detail.png
Window x 31 to 71, y 52 to 92 um. Cells in grey, sequential cells in the stronger grey; small squares are vias.
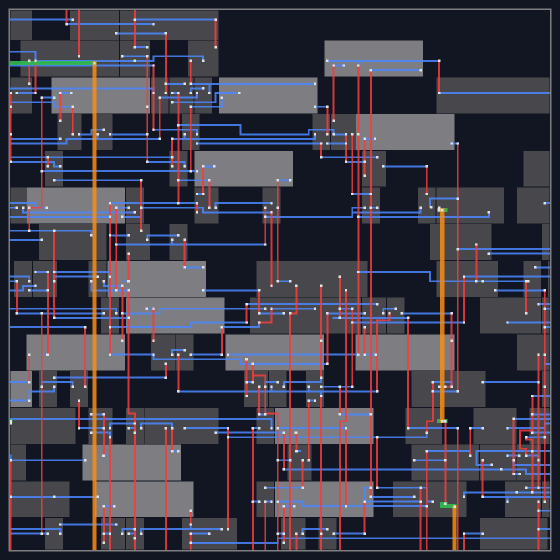
layer_met2.png
Scale: 3 px per um. Cells faint in the background.
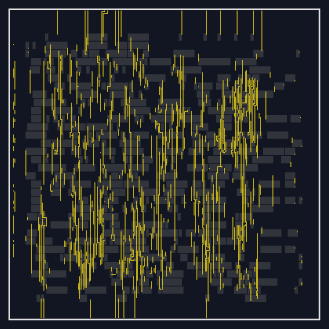
**config.mk**
```make
export PLATFORM = sky130hd
export DESIGN_NAME = seg_display_manager
export DESIGN_NICKNAME = d
export VERILOG_FILES = /design/src/rtl/seg_display_manager.sv
export SDC_FILE = /design/constraint.sdc
export NUM_CORES = 1
export LEC_CHECK = 0
export CORE_MARGIN = 5
export CORE_UTILIZATION = 39
export CTS_BUF_LIST = sky130_fd_sc_hd__clkbuf_8
export CTS_CLUSTER_DIAMETER = 80
export DETAILED_ROUTE_END_ITERATION = 16
export MAX_ROUTING_LAYER = met4
export PLACE_DENSITY_LB_ADDON = 0.08
export SLEW_MARGIN = 0
export SYNTH_ARGS = -nofsm -noshare
export SYNTH_HDL_FRONTEND = slang
export SYNTH_SLANG_ARGS = --single-unit
```
**constraint.sdc**
```tcl
create_clock -name HCLK -period 2.47 [get_ports HCLK]
set_input_delay 0.3705 -clock HCLK [delete_from_list [all_inputs] [get_ports HCLK]]
set_output_delay 0.3705 -clock HCLK [all_outputs]
set_load 0.05 [all_outputs]
```
**src/rtl/seg_display_manager.sv**
```systemverilog
// seg_display_manager
// AHB-Lite slave driving a multiplexed 4-digit common-cathode seven-segment
// display. Digit, DP and blank data are written into a shadow set and copied
// to the active set only at the end of a full scan frame, so a display update
// never shows half old and half new digits.

module seg_display_manager #(
   parameter int SCAN_DIV = 32
) (
   input  logic        HCLK,
   input  logic        HRESET,
   input  logic [31:0] HADDR,
   input  logic [31:0] HWDATA,
   input  logic        HWRITE,
   input  logic        HREADY,
   input  logic        HSEL,
   input  logic [2:0]  HSIZE,
   input  logic [1:0]  HTRANS,
   output logic [31:0] HRDATA,
   output logic        HREADYOUT,
   output logic [3:0]  nDigit,
   output logic [7:0]  Seg
);

   localparam int            PW      = $clog2(SCAN_DIV);
   localparam logic [PW-1:0] P_LAST  = PW'(SCAN_DIV - 1);
   localparam logic [PW-1:0] P_NIGHT = PW'(SCAN_DIV / 4);

   // Word index of each register (HADDR[4:2])
   localparam logic [2:0] REG_DIGITS = 3'd0;
   localparam logic [2:0] REG_DP     = 3'd1;
   localparam logic [2:0] REG_BLANK  = 3'd2;
   localparam logic [2:0] REG_CTRL   = 3'd3;
   localparam logic [2:0] REG_STATUS = 3'd4;
   localparam logic [2:0] REG_NONE   = 3'd7;

   function automatic logic [6:0] hex_to_seg(input logic [3:0] h);
      case (h)
         4'h0:    hex_to_seg = 7'h3F;
         4'h1:    hex_to_seg = 7'h06;
         4'h2:    hex_to_seg = 7'h5B;
         4'h3:    hex_to_seg = 7'h4F;
         4'h4:    hex_to_seg = 7'h66;
         4'h5:    hex_to_seg = 7'h6D;
         4'h6:    hex_to_seg = 7'h7D;
         4'h7:    hex_to_seg = 7'h07;
         4'h8:    hex_to_seg = 7'h7F;
         4'h9:    hex_to_seg = 7'h6F;
         4'hA:    hex_to_seg = 7'h77;
         4'hB:    hex_to_seg = 7'h7C;
         4'hC:    hex_to_seg = 7'h39;
         4'hD:    hex_to_seg = 7'h5E;
         4'hE:    hex_to_seg = 7'h79;
         default: hex_to_seg = 7'h71;
      endcase
   endfunction

   // Bus pipeline
   logic        access;
   logic        write_q;
   logic [2:0]  addr_q;

   // Shadow set, control and status
   logic [15:0] digits_sh;
   logic [3:0]  dp_sh;
   logic [3:0]  blank_sh;
   logic [1:0]  ctrl_q;
   logic        pending_q;

   // Active set, the only data the display ever sees
   logic [15:0] digits_act;
   logic [3:0]  dp_act;
   logic [3:0]  blank_act;

   // Scan position
   logic [PW-1:0] p_q;
   logic [1:0]    d_q;

   logic        en;
   logic        night;
   logic        shadow_wr;
   logic        commit;
   logic        lit;
   logic [3:0]  cur_nib;
   logic [3:0]  ndigit_d;
   logic [7:0]  seg_d;

   assign en        = ctrl_q[0];
   assign night     = ctrl_q[1];
   assign access    = HSEL & HREADY & (HTRANS != 2'b00);
   assign shadow_wr = write_q & (addr_q <= REG_BLANK);
   assign commit    = en & (p_q == P_LAST) & (d_q == 2'd3) & pending_q;
   assign HREADYOUT = 1'b1;

   // Width and alignment bits the block does not decode
   logic unused_bits;
   assign unused_bits = ^{HSIZE, HADDR[31:5], HADDR[1:0], HWDATA[31:16]};

   // Address phase: remember what the following data phase belongs to
   always_ff @(posedge HCLK) begin
      // NOTE: reset is sampled synchronously here, and every clocked register
      // uses <= so all of them see the pre-edge values of each other.
      if (HRESET) begin
         write_q <= 1'b0;
         addr_q  <= REG_NONE;
      end else if (access) begin
         write_q <= HWRITE;
         addr_q  <= HADDR[4:2];
      end else begin
         write_q <= 1'b0;
         addr_q  <= REG_NONE;
      end
   end

   // Data phase writes, frame-boundary commit and the pending flag
   always_ff @(posedge HCLK) begin
      if (HRESET) begin
         digits_sh  <= '0;
         dp_sh      <= '0;
         blank_sh   <= '0;
         ctrl_q     <= '0;
         pending_q  <= 1'b0;
         digits_act <= '0;
         dp_act     <= '0;
         blank_act  <= '0;
      end else begin
         if (write_q) begin
            case (addr_q)
               REG_DIGITS: digits_sh <= HWDATA[15:0];
               REG_DP:     dp_sh     <= HWDATA[3:0];
               REG_BLANK:  blank_sh  <= HWDATA[3:0];
               REG_CTRL:   ctrl_q    <= HWDATA[1:0];
               default:    ;
            endcase
         end
         // A write landing on the commit edge still leaves its data pending
         if (commit) begin
            digits_act <= digits_sh;
            dp_act     <= dp_sh;
            blank_act  <= blank_sh;
         end
         if (shadow_wr)
            pending_q <= 1'b1;
         else if (commit)
            pending_q <= 1'b0;
      end
   end

   // Prescaler and digit index, parked at 0 while disabled
   always_ff @(posedge HCLK) begin
      if (HRESET || !en) begin
         p_q <= '0;
         d_q <= '0;
      end else if (p_q == P_LAST) begin
         p_q <= '0;
         d_q <= d_q + 2'd1;
      end else begin
         p_q <= p_q + PW'(1);
      end
   end

   // Next display drive from the current scan position and active set
   always_comb begin
      // NOTE: defaults first so no path through this block infers a latch.
      ndigit_d = 4'hF;
      seg_d    = 8'h00;
      cur_nib  = digits_act[{d_q, 2'b00} +: 4];
      lit      = en & ~blank_act[d_q] & (~night | (p_q < P_NIGHT));
      if (lit) begin
         ndigit_d = ~(4'b0001 << d_q);
         seg_d    = {dp_act[d_q], hex_to_seg(cur_nib)};
      end
   end

   // Registered display outputs, one cycle behind the scan position
   always_ff @(posedge HCLK) begin
      if (HRESET) begin
         nDigit <= 4'hF;
         Seg    <= 8'h00;
      end else begin
         nDigit <= ndigit_d;
         Seg    <= seg_d;
      end
   end

   // Read mux driven by the registered data-phase address
   always_comb begin
      HRDATA = '0;
      case (addr_q)
         REG_DIGITS: HRDATA[15:0] = digits_sh;
         REG_DP:     HRDATA[3:0]  = dp_sh;
         REG_BLANK:  HRDATA[3:0]  = blank_sh;
         REG_CTRL:   HRDATA[1:0]  = ctrl_q;
         REG_STATUS: HRDATA[0]    = pending_q;
         default:    ;
      endcase
   end

endmodule

```
==> impl_metrics.toml <==
# synthesis and place-and-route metrics
[global_route]
antenna_found_initial = 0
track_usage = 0.146
overflow = 0

[sta]
period_needed_ns = 2.17
setup-tns-final_ns = 0
fmaxAchievable_ghz = 0.460
skew_ns = 0.00944

[synth]
synthArstFlopShare = 0
syn_area_mm2 = 0.00337
yosysCellCount = 383

[detailed_routing]
drt-vias-per-instance = 4.89
drtPass1Iterations = 4

[placement]
portBuffers = 53

[power_and_ir_drop]
p_per_area_mw_per_mm2 = 538
combPwrFrac = 0.052
switching_share = 0.230
internal_power_w = 0.00175

[cts]
cts-root-buf = "clkbuf_8"
h-tree-depth = 3
hold_buffers = 0
clkSinkCount = 74

[floorplan]
n_tap_cell = 105
core_mm2 = 0.00830
num_rows = 33
io_pins = 119

[setup_path]
crit_path_end_kind = "flop"
critPathKind = "reg2reg"
r2r_cells = 7
critPathMaxFanout = 7
critPathLaunchType = "flop"

[final_layout]
nonClkBufAreaFrac = 0.161
largest_class = "combinational gates"
sh_comb_area = 0.404
num-nonclk-inverters = 5
drive_gt1_frac = 0.126
n_all_buffers = 59
antennaDiodeCount = 0
num-multi-input-gates = 282
clk_share = 0.0481

[run_status]
status = "finished, final reports clean"

[job]
tool_warnings = 83
About detail.png:
colour	layer
orange	metal 4
red	metal 2
green	metal 3
blue	metal 1
most frequent	nand2_1 (27), a21oi_1 (17), dfxtp_1 (15)
sequential cells in the window	15
netlist names of flops here include	`digits_act` (13), `digits_sh` (2)
cells with their middle in the window	88

About layer_met2.png:
wire length on this layer	3130 um
share of all routed wire	43%
main direction	vertical
Post-Route WL: 7.27 mm
grt met2 use: 0.200
Via Count: 2641

==> cell families (layout without fill, tap and decap cells) <==
| family | count (synthesis) | in the layout | synth area share |
|---|---|---|---|
| xor+xnor | 3 | 3 | 0.00781 |
| simple gates | 156 | 156 | 0.201 |
| flops | 74 | 74 | 0.440 |
| buf+inv | 42 | 79 | 0.0706 |
| fa+ha+maj | 13 | 13 | 0.0483 |
| other cells | 2 | 17 | 0.00223 |
| compound gates | 65 | 65 | 0.117 |
| mux | 28 | 28 | 0.113 |
==> per-stage QoR <==
stage                     power [W]  worst slack (ns)
after floorplan             0.00132             0.381
after global placement      0.00134             0.343
after detailed placement    0.00134             0.343
after CTS                   0.00230             0.290
after global routing        0.00235             0.182
final                       0.00227             0.297
==> registers in the layout, indices dropped and copies added, names as in the netlist <==
signal,flops
blank_sh,4
dp_act,4
digits_sh,16
blank_act,4
digits_act,16
ctrl_q,2
write_q,1
p_q,5
dp_sh,4
nDigit,4
pending_q,1
Seg,8
d_q,2
addr_q,3
==> cells in the mapped netlist, types with 2 or more instances <==
cell	instances	area, um^2
nand2_1	91	342
dfxtp_1	74	1480
a21oi_1	46	230
nor2_1	28	105
buf_4	18	135
and2_1	17	106
mux2i_1	16	160
clkbuf_1	14	52.6
ha_1	13	163
mux4_2	5	113
buf_2	4	20.0
inv_1	4	15.0
mux2_4	4	60.1
nor2b_1	4	25.0
nand3_1	3	15.0
o211ai_1	3	22.5
or3_1	3	18.8
a221oi_1	2	17.5
a221oi_2	2	30.0
conb_1	2	7.51
nand2b_1	2	12.5
nor3_1	2	10.0
o21ai_1	2	10.0
o31ai_1	2	15.0
xnor2_1	2	17.5
==> path summary, 6_finish.rpt <==
path / startpoint / end / slack (ns)
max reg2reg: d_q[0]$_SDFFE_PP0N_ / Seg[0]$_SDFF_PP0_ / 0.30
min reg2reg: blank_act[2]$_SDFFE_PP0P_ / blank_act[2]$_SDFFE_PP0P_ / 0.45
max: d_q[0]$_SDFFE_PP0N_ / Seg[0]$_SDFF_PP0_ / 0.30
min: HRESET / blank_sh[1]$_SDFFE_PP0P_ / 0.36
==> critical path, delay by kind of cell (launching register included) <==
kind	cells	cell delay, ns
AND-OR/OR-AND	2	0.37
adder cells (fa/ha/maj)	1	0.34
buffers and inverters	1	0.15
flip-flops	1	0.41
multiplexers	2	0.73
AND/OR/NAND/NOR	1	0.04
==> power groups by stage <==
stage / clock network [W] / registers, W / logic [W]
floorplan: 0 / 0.00122 / 0.0000957
global placement: 0 / 0.00123 / 0.000119
detailed placement: 0 / 0.00123 / 0.000119
CTS: 0.000986 / 0.00120 / 0.000119
global route: 0.00103 / 0.00120 / 0.000125
finish: 0.000954 / 0.00120 / 0.000119
==> routing by layer <==
layer / routed length (um) / GRT usage / vias up / share of wire
met3: 379 / 0.0311 / 11 / 0.052
met5: 0 / - / - / 0
li1: - / - / 1348 / -
met4: 128 / 0.0627 / 0 / 0.018
met1: 3640 / 0.207 / 1209 / 0.50
met2: 3130 / 0.200 / 73 / 0.43
Power is estimated from default activity; no workload was simulated.
